Run 1, close-up of the layout:
Scale bar: 5 um. Region (142, 142) to (162, 162) um. Cells in grey, sequential cells in the stronger grey; small squares are vias.
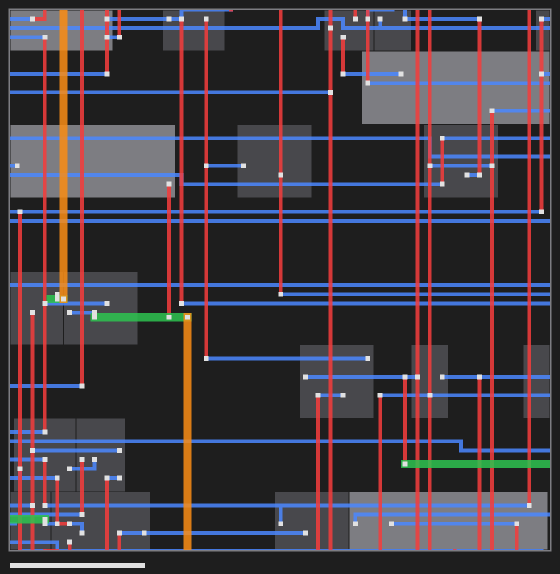
Run 1, wiring heat map:
The die is cut into 20 by 20 equal tiles; white is low, dark blue is high, scaled to the fullest tile. Values are wire area over tile area, all layers added.
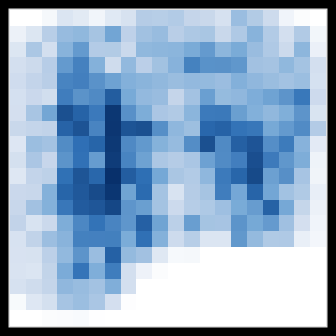
Run 1, track usage over the die:
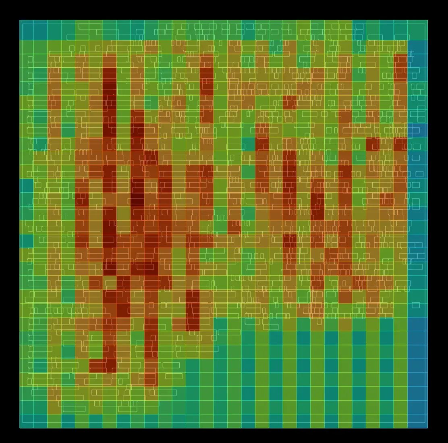
===== src/rtl/multicycle_computer.sv =====
// multicycle_computer: multi-cycle 16-bit-instruction processor with a 16-entry
// register file, ALU and NZCV flags. Instruction and data memory are reached
// through req/ack ports, so memories with wait states are supported.
//
// Ports:
//   clk, reset_n             clock (rising edge), synchronous active-low reset
//   imem_addr/req/ack/rdata  instruction fetch port (addr = PC)
//   dmem_addr/req/we/wdata   data port request side, held stable until ack
//   dmem_ack/rdata           data port response (rdata valid on ack for loads)
//   flags                    {N,Z,C,V}
//   halted                   high once HALT has executed
//
// state  | meaning
// -------+-----------------------------------------------------------
// FETCH  | imem_req high until imem_ack; IR latched on ack
// DECODE | register operands rn, rm, rd latched
// EXEC   | ALU op, flag update, PC <= branch target or PC+1
// MEM    | dmem_req high with addr/we/wdata stable until dmem_ack
// WB     | result (ALU or load data) written to rd
// HALT   | terminal, no requests; left only through reset
module multicycle_computer #(
  parameter int DATA_W = 8,
  parameter int NREG = 16,
  parameter int PC_W = 8,
  parameter logic [PC_W-1:0] RESET_PC = '0
) (
  input  logic              clk,
  input  logic              reset_n,
  output logic [PC_W-1:0]   imem_addr,
  output logic              imem_req,
  input  logic              imem_ack,
  input  logic [15:0]       imem_rdata,
  output logic [DATA_W-1:0] dmem_addr,
  output logic              dmem_req,
  output logic              dmem_we,
  output logic [DATA_W-1:0] dmem_wdata,
  input  logic              dmem_ack,
  input  logic [DATA_W-1:0] dmem_rdata,
  output logic [3:0]        flags,
  output logic              halted
);

  localparam int M = DATA_W - 1;

  localparam logic [3:0] OP_ADD  = 4'h0, OP_SUB = 4'h1, OP_AND = 4'h2, OP_ORR = 4'h3;
  localparam logic [3:0] OP_ADDI = 4'h4, OP_LSL = 4'h5, OP_LSR = 4'h6, OP_LDR = 4'h7;
  localparam logic [3:0] OP_STR  = 4'h8, OP_B   = 4'h9, OP_BEQ = 4'hA, OP_BNE = 4'hB;
  localparam logic [3:0] OP_CMP  = 4'hC, OP_HLT = 4'hF;

  typedef enum logic [2:0] {
    S_FETCH, S_DECODE, S_EXEC, S_MEM, S_WB, S_HALT
  } state_t;

  state_t state, next_state;

  logic [PC_W-1:0]   pc;
  logic [15:0]       ir;
  logic [DATA_W-1:0] op_a, op_b, op_d, res_q;
  // Always 16 entries; entries at index >= NREG are never written, so they
  // stay at their reset value of 0 and reads of them return 0.
  logic [DATA_W-1:0] rf [16];

  logic [3:0] op, rd, rn, rm;
  assign op = ir[15:12];
  assign rd = ir[11:8];
  assign rn = ir[7:4];
  assign rm = ir[3:0];

  assign imem_addr = pc;
  assign halted    = (state == S_HALT);

  logic [DATA_W-1:0] imm_z, add_b, alu_res;
  logic [DATA_W:0]   sum_add, sum_sub;
  logic [3:0]        alu_flags;
  logic              shift_big, taken;
  logic [PC_W-1:0]   pc_inc, br_off, br_target;

  always_comb begin
    imm_z     = DATA_W'(ir[3:0]);
    add_b     = (op == OP_ADDI) ? imm_z : op_b;
    sum_add   = {1'b0, op_a} + {1'b0, add_b};
    // Carry out of a + ~b + 1 is the no-borrow flag.
    sum_sub   = {1'b0, op_a} + {1'b0, ~op_b} + (DATA_W+1)'(1);
    shift_big = ({28'd0, ir[3:0]} >= 32'(DATA_W));
    alu_res   = '0;
    alu_flags = flags;
    case (op)
      OP_ADD, OP_ADDI: begin
        alu_res   = sum_add[M:0];
        alu_flags = {sum_add[M], ~|sum_add[M:0], sum_add[DATA_W],
                     (op_a[M] == add_b[M]) && (sum_add[M] != op_a[M])};
      end
      OP_SUB, OP_CMP: begin
        alu_res   = sum_sub[M:0];
        alu_flags = {sum_sub[M], ~|sum_sub[M:0], sum_sub[DATA_W],
                     (op_a[M] != op_b[M]) && (sum_sub[M] != op_a[M])};
      end
      OP_AND: begin
        alu_res   = op_a & op_b;
        alu_flags = {alu_res[M], ~|alu_res, flags[1:0]};
      end
      OP_ORR: begin
        alu_res   = op_a | op_b;
        alu_flags = {alu_res[M], ~|alu_res, flags[1:0]};
      end
      OP_LSL: begin
        alu_res   = shift_big ? '0 : (op_a << ir[3:0]);
        alu_flags = {alu_res[M], ~|alu_res, flags[1:0]};
      end
      OP_LSR: begin
        alu_res   = shift_big ? '0 : (op_a >> ir[3:0]);
        alu_flags = {alu_res[M], ~|alu_res, flags[1:0]};
      end
      default: ;
    endcase
  end

  always_comb begin
    pc_inc    = pc + PC_W'(1);
    br_off    = PC_W'($signed(ir[7:0]));
    br_target = pc_inc + br_off;
    taken     = (op == OP_B) || ((op == OP_BEQ) && flags[2]) ||
                ((op == OP_BNE) && !flags[2]);
  end

  always_comb begin
    next_state = state;
    case (state)
      S_FETCH:  if (imem_req && imem_ack) next_state = S_DECODE;
      S_DECODE: next_state = S_EXEC;
      S_EXEC: begin
        case (op)
          OP_LDR, OP_STR: next_state = S_MEM;
          OP_ADD, OP_SUB, OP_AND, OP_ORR,
          OP_ADDI, OP_LSL, OP_LSR: next_state = S_WB;
          OP_HLT:         next_state = S_HALT;
          default:        next_state = S_FETCH;
        endcase
      end
      S_MEM:    if (dmem_req && dmem_ack) next_state = (op == OP_LDR) ? S_WB : S_FETCH;
      S_WB:     next_state = S_FETCH;
      S_HALT:   next_state = S_HALT;
      default:  next_state = S_FETCH;
    endcase
  end

  // Requests are flops loaded from next_state: ack never reaches req
  // combinationally, and req is already high in the first cycle of FETCH/MEM.
  always_ff @(posedge clk) begin
    if (!reset_n) begin
      state      <= S_FETCH;
      pc         <= RESET_PC;
      ir         <= '0;
      op_a       <= '0;
      op_b       <= '0;
      op_d       <= '0;
      res_q      <= '0;
      flags      <= '0;
      imem_req   <= 1'b0;
      dmem_req   <= 1'b0;
      dmem_we    <= 1'b0;
      dmem_addr  <= '0;
      dmem_wdata <= '0;
      for (int i = 0; i < 16; i++) rf[i] <= '0;
    end else begin
      state    <= next_state;
      imem_req <= (next_state == S_FETCH);
      dmem_req <= (next_state == S_MEM);
      case (state)
        S_FETCH: if (imem_req && imem_ack) ir <= imem_rdata;
        S_DECODE: begin
          op_a <= rf[rn];
          op_b <= rf[rm];
          op_d <= rf[rd];
        end
        S_EXEC: begin
          pc         <= taken ? br_target : pc_inc;
          flags      <= alu_flags;
          res_q      <= alu_res;
          dmem_addr  <= op_a + imm_z;
          dmem_we    <= (op == OP_STR);
          dmem_wdata <= op_d;
        end
        S_MEM: begin
          if (dmem_req && dmem_ack) begin
            res_q   <= dmem_rdata;
            dmem_we <= 1'b0;
          end
        end
        S_WB: if ({28'd0, rd} < 32'(NREG)) rf[rd] <= res_q;
        default: ;
      endcase
    end
  end

endmodule


===== config.mk =====
export PLATFORM = sky130hd
export DESIGN_NAME = multicycle_computer
export DESIGN_NICKNAME = d
export VERILOG_FILES = /design/src/rtl/multicycle_computer.sv
export SDC_FILE = /design/constraint.sdc
export NUM_CORES = 1
export LEC_CHECK = 0
export CAP_MARGIN = 20
export CORE_UTILIZATION = 34
export DETAILED_ROUTE_END_ITERATION = 10
export GPL_ROUTABILITY_DRIVEN = 0
export PLACE_DENSITY_LB_ADDON = 0.1
export SYNTH_ARGS = -nofsm -noshare
export SYNTH_HDL_FRONTEND = slang
export SYNTH_SLANG_ARGS = --single-unit
export TNS_END_PERCENT = 5

===== constraint.sdc =====
create_clock -name clk -period 3 [get_ports clk]
set_input_delay 0.45 -clock clk [delete_from_list [all_inputs] [get_ports clk]]
set_output_delay 0.45 -clock clk [all_outputs]
set_load 0.005 [all_outputs]

==> reports/highlights.md, run 1 <==
Global routing
- **first-pass GRT wire length** 67790 um
- **Overall Global Routing Usage** 22.19%
- **vias in the first global route** 10200
- **met1 Use GR** 29.75%
- **pin count of the biggest net entering global routing** 60
- **antenna violations before repair** 1
- **met2 global-route usage** 36.45%
- **met3 track demand over resource in global routing** 2.477%
- **total gr overflow** 0

Floorplanning
- **die height** 203.2 um
- **ports placed on the boundary** 60
- **num rows** 73
- **placeable core area** 39820 sq um
- **Initial Utilization** 34.56%
- **die width** 203.2 um

Placement
- **estimated wirelength of the detail-placed design** 33590 um
- **count of buffers from port buffering** 59

Clock tree
- **Resized cells post-CTS** 0
- **Clock Root Buffer** sky130_fd_sc_hd__clkbuf_16
- **clock-pin slew of the registers on the worst-case setup and hold paths** 60 ps
- **number of setup buffers added after CTS** 0
- **number of clock sinks seen by CTS** 213
- **clock tree from TritonCTS** built
- **post-cts hold-fix buffer tally** 0
- **Clock Latency Late Sink** 560 ps

Finish
- **final cell count without fillers** 1873
- **storage element area** 5554 sq um
- **number of antenna repair diodes** 0
- **Nets** 1406
- **most common cell after layout, fill and taps aside** sky130_fd_sc_hd__nand2_1
- **Logic area** 7755 sq um
- **fraction of layout instances using a drive strength above 1** 21.07%
- **area growth from synthesis to layout** 18.35%

Final timing
- **number of endpoints failing setup at the final stage** 0
- **Worst Max-Slew Pin Slew** 1063 ps
- **worst clock skew** 13.61 ps
- **highest attainable clock frequency** 340.8 MHz
- **Final Hold Fails** 0
- **worst hold slack across all endpoints** 438.9 ps
- **final critical path time including I/O delays and setup** 2934 ps
- **period utilization** 97.81%
- **number of max-slew violations in the final report** 0

Logic synthesis
- **cell count in the Yosys report** 1248
- **Synth Flop Type** sky130_fd_sc_hd__edfxtp_1
- **Netlist cell types** 72
- **largest cells by area after synthesis** sky130_fd_sc_hd__edfxtp_1 (28%), sky130_fd_sc_hd__mux4_2 (21%), sky130_fd_sc_hd__dfxtp_1 (12%), sky130_fd_sc_hd__and2_1 (6.0%), sky130_fd_sc_hd__ha_1 (4.3%)
- **ranking of synthesized cells by instance count** sky130_fd_sc_hd__nand2_1 (143), sky130_fd_sc_hd__and2_1 (133), sky130_fd_sc_hd__edfxtp_1 (128), sky130_fd_sc_hd__mux4_2 (128), sky130_fd_sc_hd__a21oi_1 (105)
- **chip area from the yosys synthesis statistics** 13760 sq um
- **Post-synth EDFFs** 128
- **post-synthesis instance area** 13760 sq um
- **total of warnings raised by yosys** 0
- **area fraction of the dominant cell type after synthesis** 27.93%
- **sequential element share of the synthesized area** 40.29%
- **synthesized net count** 1327
- **post-synthesis cell type with the largest combined area** sky130_fd_sc_hd__edfxtp_1
- **Mean Syn Cell Area** 11.03 sq um
- **Post-synth regs** 213
- **gate count of the mapped netlist** 1248

Worst setup path
- **cell with the largest stage delay on the worst path** sky130_fd_sc_hd__or4_1
- **crit path launch type** flip-flop
- **critical path depth in cells** 14
- **Crit Path Max Fanout** 5
- **sort of element at the end of the critical path** flip-flop
- **crit path cell chain** nor3_4, and2_2, buf_4, o21ai_1, ha_2, inv_1, fa_2, nand3b_1, a31oi_2, o21a_1, or2_2, nand3_1, or4_1, a31oi_1
- **R2R Path End** flags[2]
- **category of the most critical setup path** reg -> reg
- **Register-to-Register Path Depth** 14
- **sum of buffers and inverters on the critical path** 2
- **critical register-to-register path startpoint** ir[13]
- **setup slack on the worst flop-to-flop path** 70 ps
- **Worst Path Required** 3490 ps

Worst hold path
- **Hold Crit Class** in -> reg
- **Hold Path End** ir[10]
- **critical hold path startpoint** imem_rdata[10]

Route
- **highest metal layer with signal wires** met4
- **mean routed wirelength per cell** 24.25 um
- **met3 routed wirelength** 2158 um
- **wire length on met1** 19630 um
- **number of nets with antenna violations after routing** 0
- **via/cell ratio** 5.504
- **wire length reported by the detailed router** 45420 um
- **total iterations of the first detailed-routing run** 5
- **# DRC** 0
- **Vias** 10310

Outcome
- **outcome** finished, final reports clean

Power and ir drop
- **maximum VDD drop** 319.7 uV

## Picture notes: 'close-up of the layout'
| colour | layer |
|---|---|
| orange | met4 |
| red | met2 |
| blue | met1 |
| green | met3 |
netlist names of flops here include: `ir` (2)
most frequent: dfxtp_1 (4), buf_4 (4), nand2_1 (2)
cells with their middle in the window: 17
sequential cells in the window: 4

## Picture notes: 'wiring heat map'
emptiest ninth of the die: south-east
nearly empty tiles: 16%
mean over tiles: 0.18
tiles over half the peak: 30%
fullest tile: 0.48

## Picture notes: 'track usage over the die'
final core area utilization: 40.90%
Most Crowded Layer GR: met2

run 1: registers in the layout (all words and copies together), names as in the netlist, named ones only:
| register | count |
|---|---|
| dmem_addr | 8 |
| dmem_req | 1 |
| dmem_wdata | 8 |
| dmem_we | 1 |
| flags | 4 |
| imem_addr | 8 |
| imem_req | 1 |
| ir | 16 |
| op_a | 8 |
| op_b | 8 |
| op_d | 8 |
| res_q | 8 |
| rf | 128 |
| state | 3 |
run 1: kinds of logic after synthesis:
| group | Yosys count | share of synthesized area (%) |
|---|---|---|
| AND/OR/NAND/NOR | 465 | 17.62 |
| AND-OR/OR-AND | 224 | 9.618 |
| XOR/XNOR | 26 | 1.709 |
| adder cells (fa/ha/maj) | 51 | 4.855 |
| flip-flops | 213 | 40.29 |
| multiplexers | 144 | 22.15 |
| buffers and inverters | 125 | 3.764 |
run 1: report_power, final:
| part | internal (uW) | switching, uW | leakage [uW] |
|---|---|---|---|
| Sequential | 3190 | 112 | 0.00201 |
| Combinational | 494 | 595 | 0.00325 |
| Clock | 2150 | 1400 | 0.000466 |
| Total | 5830 | 2100 | 0.00573 |
run 1: through the flow:
step	cell area (sq um)	utilization, %	setup slack (ps)	setup TNS (ps)	power, uW
floorplan	13830	-	12.68	0	4017
global placement	15270	38.35	114.8	0	4446
detailed placement	15270	38.35	79.73	0	4448
CTS	16230	40.76	84.35	0	8002
global route	16290	40.90	-108.5	-130.3	8209
finish	16290	40.90	65.78	0	7936
run 1: area by class of cell:
class                           instances  area share [%]
Inverter                               38          0.8757
Multi-Input combinational cell        911           47.61
Tap cell                              525           4.033
Clock buffer                           30           4.348
Sequential cell                       213           34.10
Timing Repair Buffer                  136           7.482
Clock inverter                         20           1.552
==> inputs of run 2 (changes only) <==
- SLEW_MARGIN: default -> 20
Run 2, met1 routing:
Scale bar: 50 um.
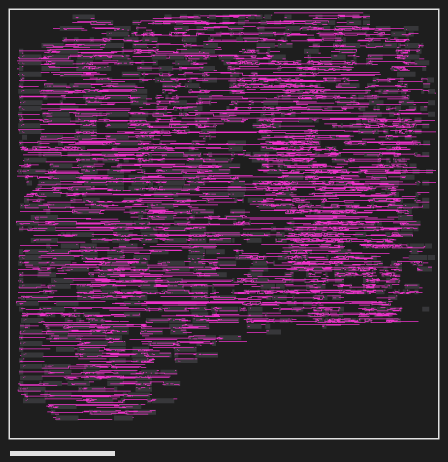
main direction: horizontal
share of all routed wire: 43%
longest straight run: 91.1 um
wire length on this layer: 19600 um

==> run 2 against run 1 <==
  * First-iteration DRC count did not move
  * Sequential cell count stayed put
  * Utilization is the same
  * Total power is the same
  * Non-clock buffer count unchanged
  * Via count unchanged
  * Cell area did not move
  * Clock skew unchanged
  * Combinational power barely moved
  * Routed wire length is the same
  * Sequential power barely moved
  * Die size unchanged
  * Critical path type unchanged
  * Critical endpoint unchanged
  * Largest cell class unchanged
==> reports/highlights.md, run 2 <==
Outcome
- **outcome** finished, final reports clean

Finish
- **area growth from synthesis to layout** 18.35%, unchanged
- **most common cell after layout, fill and taps aside** sky130_fd_sc_hd__nand2_1
- **biggest registers after layout** rf x128, ir x16
- **Nets** 1406, unchanged
- **final core area utilization** 40.90%, unchanged
- **Non-Filler Cell Area, Final** 16290 sq um, unchanged
- **register with the most flip-flops** rf
- **flip-flop count of the largest register after layout** 128, unchanged
- **fraction of layout instances using a drive strength above 1** 21.07%, unchanged

Logic synthesis
- **sequential element share of the synthesized area** 40.29%, unchanged
- **ranking of synthesized cells by instance count** sky130_fd_sc_hd__nand2_1 (143), sky130_fd_sc_hd__and2_1 (133), sky130_fd_sc_hd__edfxtp_1 (128), sky130_fd_sc_hd__mux4_2 (128), sky130_fd_sc_hd__a21oi_1 (105)
- **chip area from the yosys synthesis statistics** 13760 sq um, unchanged
- **post-synthesis cell type with the largest combined area** sky130_fd_sc_hd__edfxtp_1
- **Netlist cell types** 72, unchanged
- **area fraction of the dominant cell type after synthesis** 27.93%, unchanged
- **gate count of the mapped netlist** 1248, unchanged
- **post-synthesis instance area** 13760 sq um, unchanged
- **total of warnings raised by yosys** 0, unchanged
- **Synth Flop Type** sky130_fd_sc_hd__edfxtp_1
- **largest cells by area after synthesis** sky130_fd_sc_hd__edfxtp_1 (28%), sky130_fd_sc_hd__mux4_2 (21%), sky130_fd_sc_hd__dfxtp_1 (12%), sky130_fd_sc_hd__and2_1 (6.0%), sky130_fd_sc_hd__ha_1 (4.3%)
- **Post-synth regs** 213, unchanged
- **Post-synth EDFFs** 128, unchanged
- **cell count in the Yosys report** 1248, unchanged
- **synthesized net count** 1327, unchanged

Worst hold path
- **Hold Path End** ir[10]
- **Hold Crit Class** in -> reg

Route
- **total iterations of the first detailed-routing run** 5, unchanged
- **mean routed wirelength per cell** 24.25 um, unchanged
- **wire length reported by the detailed router** 45420 um, unchanged
- **# DRC** 0, unchanged
- **Vias** 10310, unchanged
- **number of nets with antenna violations after routing** 0, unchanged

Final timing
- **accumulated negative setup slack** 0 ps, unchanged
- **final critical path time including I/O delays and setup** 2934 ps, unchanged
- **Worst Max-Slew Pin Slew** 1063 ps, unchanged
- **period utilization** 97.81%, unchanged
- **final worst slack** 65.78 ps, unchanged
- **highest attainable clock frequency** 340.8 MHz, unchanged
- **worst hold slack across all endpoints** 438.9 ps, unchanged
- **number of endpoints failing setup at the final stage** 0, unchanged
- **Final Hold Fails** 0, unchanged
- **worst clock skew** 13.61 ps, unchanged

Global routing
- **antenna violations before repair** 1, unchanged
- **total gr overflow** 0, unchanged
- **pin count of the biggest net entering global routing** 60, unchanged
- **Overall Global Routing Usage** 22.19%, unchanged
- **first-pass GRT wire length** 67790 um, unchanged

Clock tree
- **clock-pin slew of the registers on the worst-case setup and hold paths** 60 ps, about the same
- **clock tree from TritonCTS** built
- **number of clock sinks seen by CTS** 213, unchanged
- **Clock Root Buffer** sky130_fd_sc_hd__clkbuf_16
- **clock tree buffer depth** 3
- **Clock Latency Late Sink** 560 ps, about the same

Worst setup path
- **Crit Path Max Fanout** 5, unchanged
- **crit path launch type** flip-flop
- **Worst Path Required** 3490 ps, about the same
- **category of the most critical setup path** reg -> reg
- **critical register-to-register path startpoint** ir[13]
- **crit path cell chain** nor3_4, and2_2, buf_4, o21ai_1, ha_2, inv_1, fa_2, nand3b_1, a31oi_2, o21a_1, or2_2, nand3_1, or4_1, a31oi_1
- **sum of buffers and inverters on the critical path** 2, unchanged
- **Register-to-Register Path Depth** 14, unchanged
- **cell with the largest stage delay on the worst path** sky130_fd_sc_hd__or4_1
- **sort of element at the end of the critical path** flip-flop

Placement
- **estimated wirelength of the detail-placed design** 33590 um, unchanged
- **Post-Place Setup Slack** 79.73 ps, unchanged
- **area post-placement** 15270 sq um, unchanged

Run
- **max capacitance violation total** 0

Floorplanning
- **ports placed on the boundary** 60, unchanged
- **num rows** 73, unchanged
- **placeable core area** 39820 sq um, unchanged
- **die height** 203.2 um, unchanged

Power and ir drop
- **maximum VDD drop** 319.7 uV, unchanged
- **overall power after layout** 7936 uW, unchanged

==> run 2: cell counts in the layout (fill, tap and decap cells not counted) <==
No cell type changed its count.
==> run 2: worst max path at each step <==
stage	depth (start not counted)	to	from
after floorplan	17	flags[2]	ir[13]
after global placement	14	flags[2]	ir[15]
after detailed placement	14	flags[2]	ir[15]
after CTS	14	flags[2]	ir[15]
after global routing	12	flags[2]	ir[12]
final	14	flags[2]	ir[13]
==> run 2: final cells by class <==
class / count / area, sq um
fillers: 3923 / 23540
multi-input cells: 911 / 7755
flip-flops and latches: 213 / 5554
repair buffers: 136 / 1219
clock buffers: 30 / 708.2
well taps: 525 / 656.9
clock inverters: 20 / 252.7
inverters: 38 / 142.6
==> run 2: power breakdown <==
part           internal (uW)  leakage, uW  switching, uW
registers               3190      0.00201            112
logic                    494      0.00325            595
clock network           2150     0.000466           1400
total                   5830      0.00573           2100
==> run 2: metal layers <==
| metal | GRT usage [%] | up-vias | routed length, um |
|---|---|---|---|
| met4 | 9.264 | 0 | 2045 |
| met5 | 0 | - | 0 |
| li1 | - | 4799 | - |
| met3 | 2.477 | 94 | 2158 |
| met1 | 29.75 | 5085 | 19630 |
| met2 | 36.45 | 331 | 21590 |
==> run 2: kinds of logic after synthesis <==
| kind of cell | Yosys count | synth area share (%) |
|---|---|---|
| AND-OR/OR-AND | 224 | 9.618 |
| XOR/XNOR | 26 | 1.709 |
| adder cells (fa/ha/maj) | 51 | 4.855 |
| buffers and inverters | 125 | 3.764 |
| flip-flops | 213 | 40.29 |
| multiplexers | 144 | 22.15 |
| AND/OR/NAND/NOR | 465 | 17.62 |
==> run 2: what timing repair did <==
action                     in CTS  in global routing
buffers inserted                0                  4
hold buffers                    0                  0
gates resized                   0                  5
setup endpoints to repair       0                  3
Power figures rest on the tool's default switching activity, not on a simulated workload.
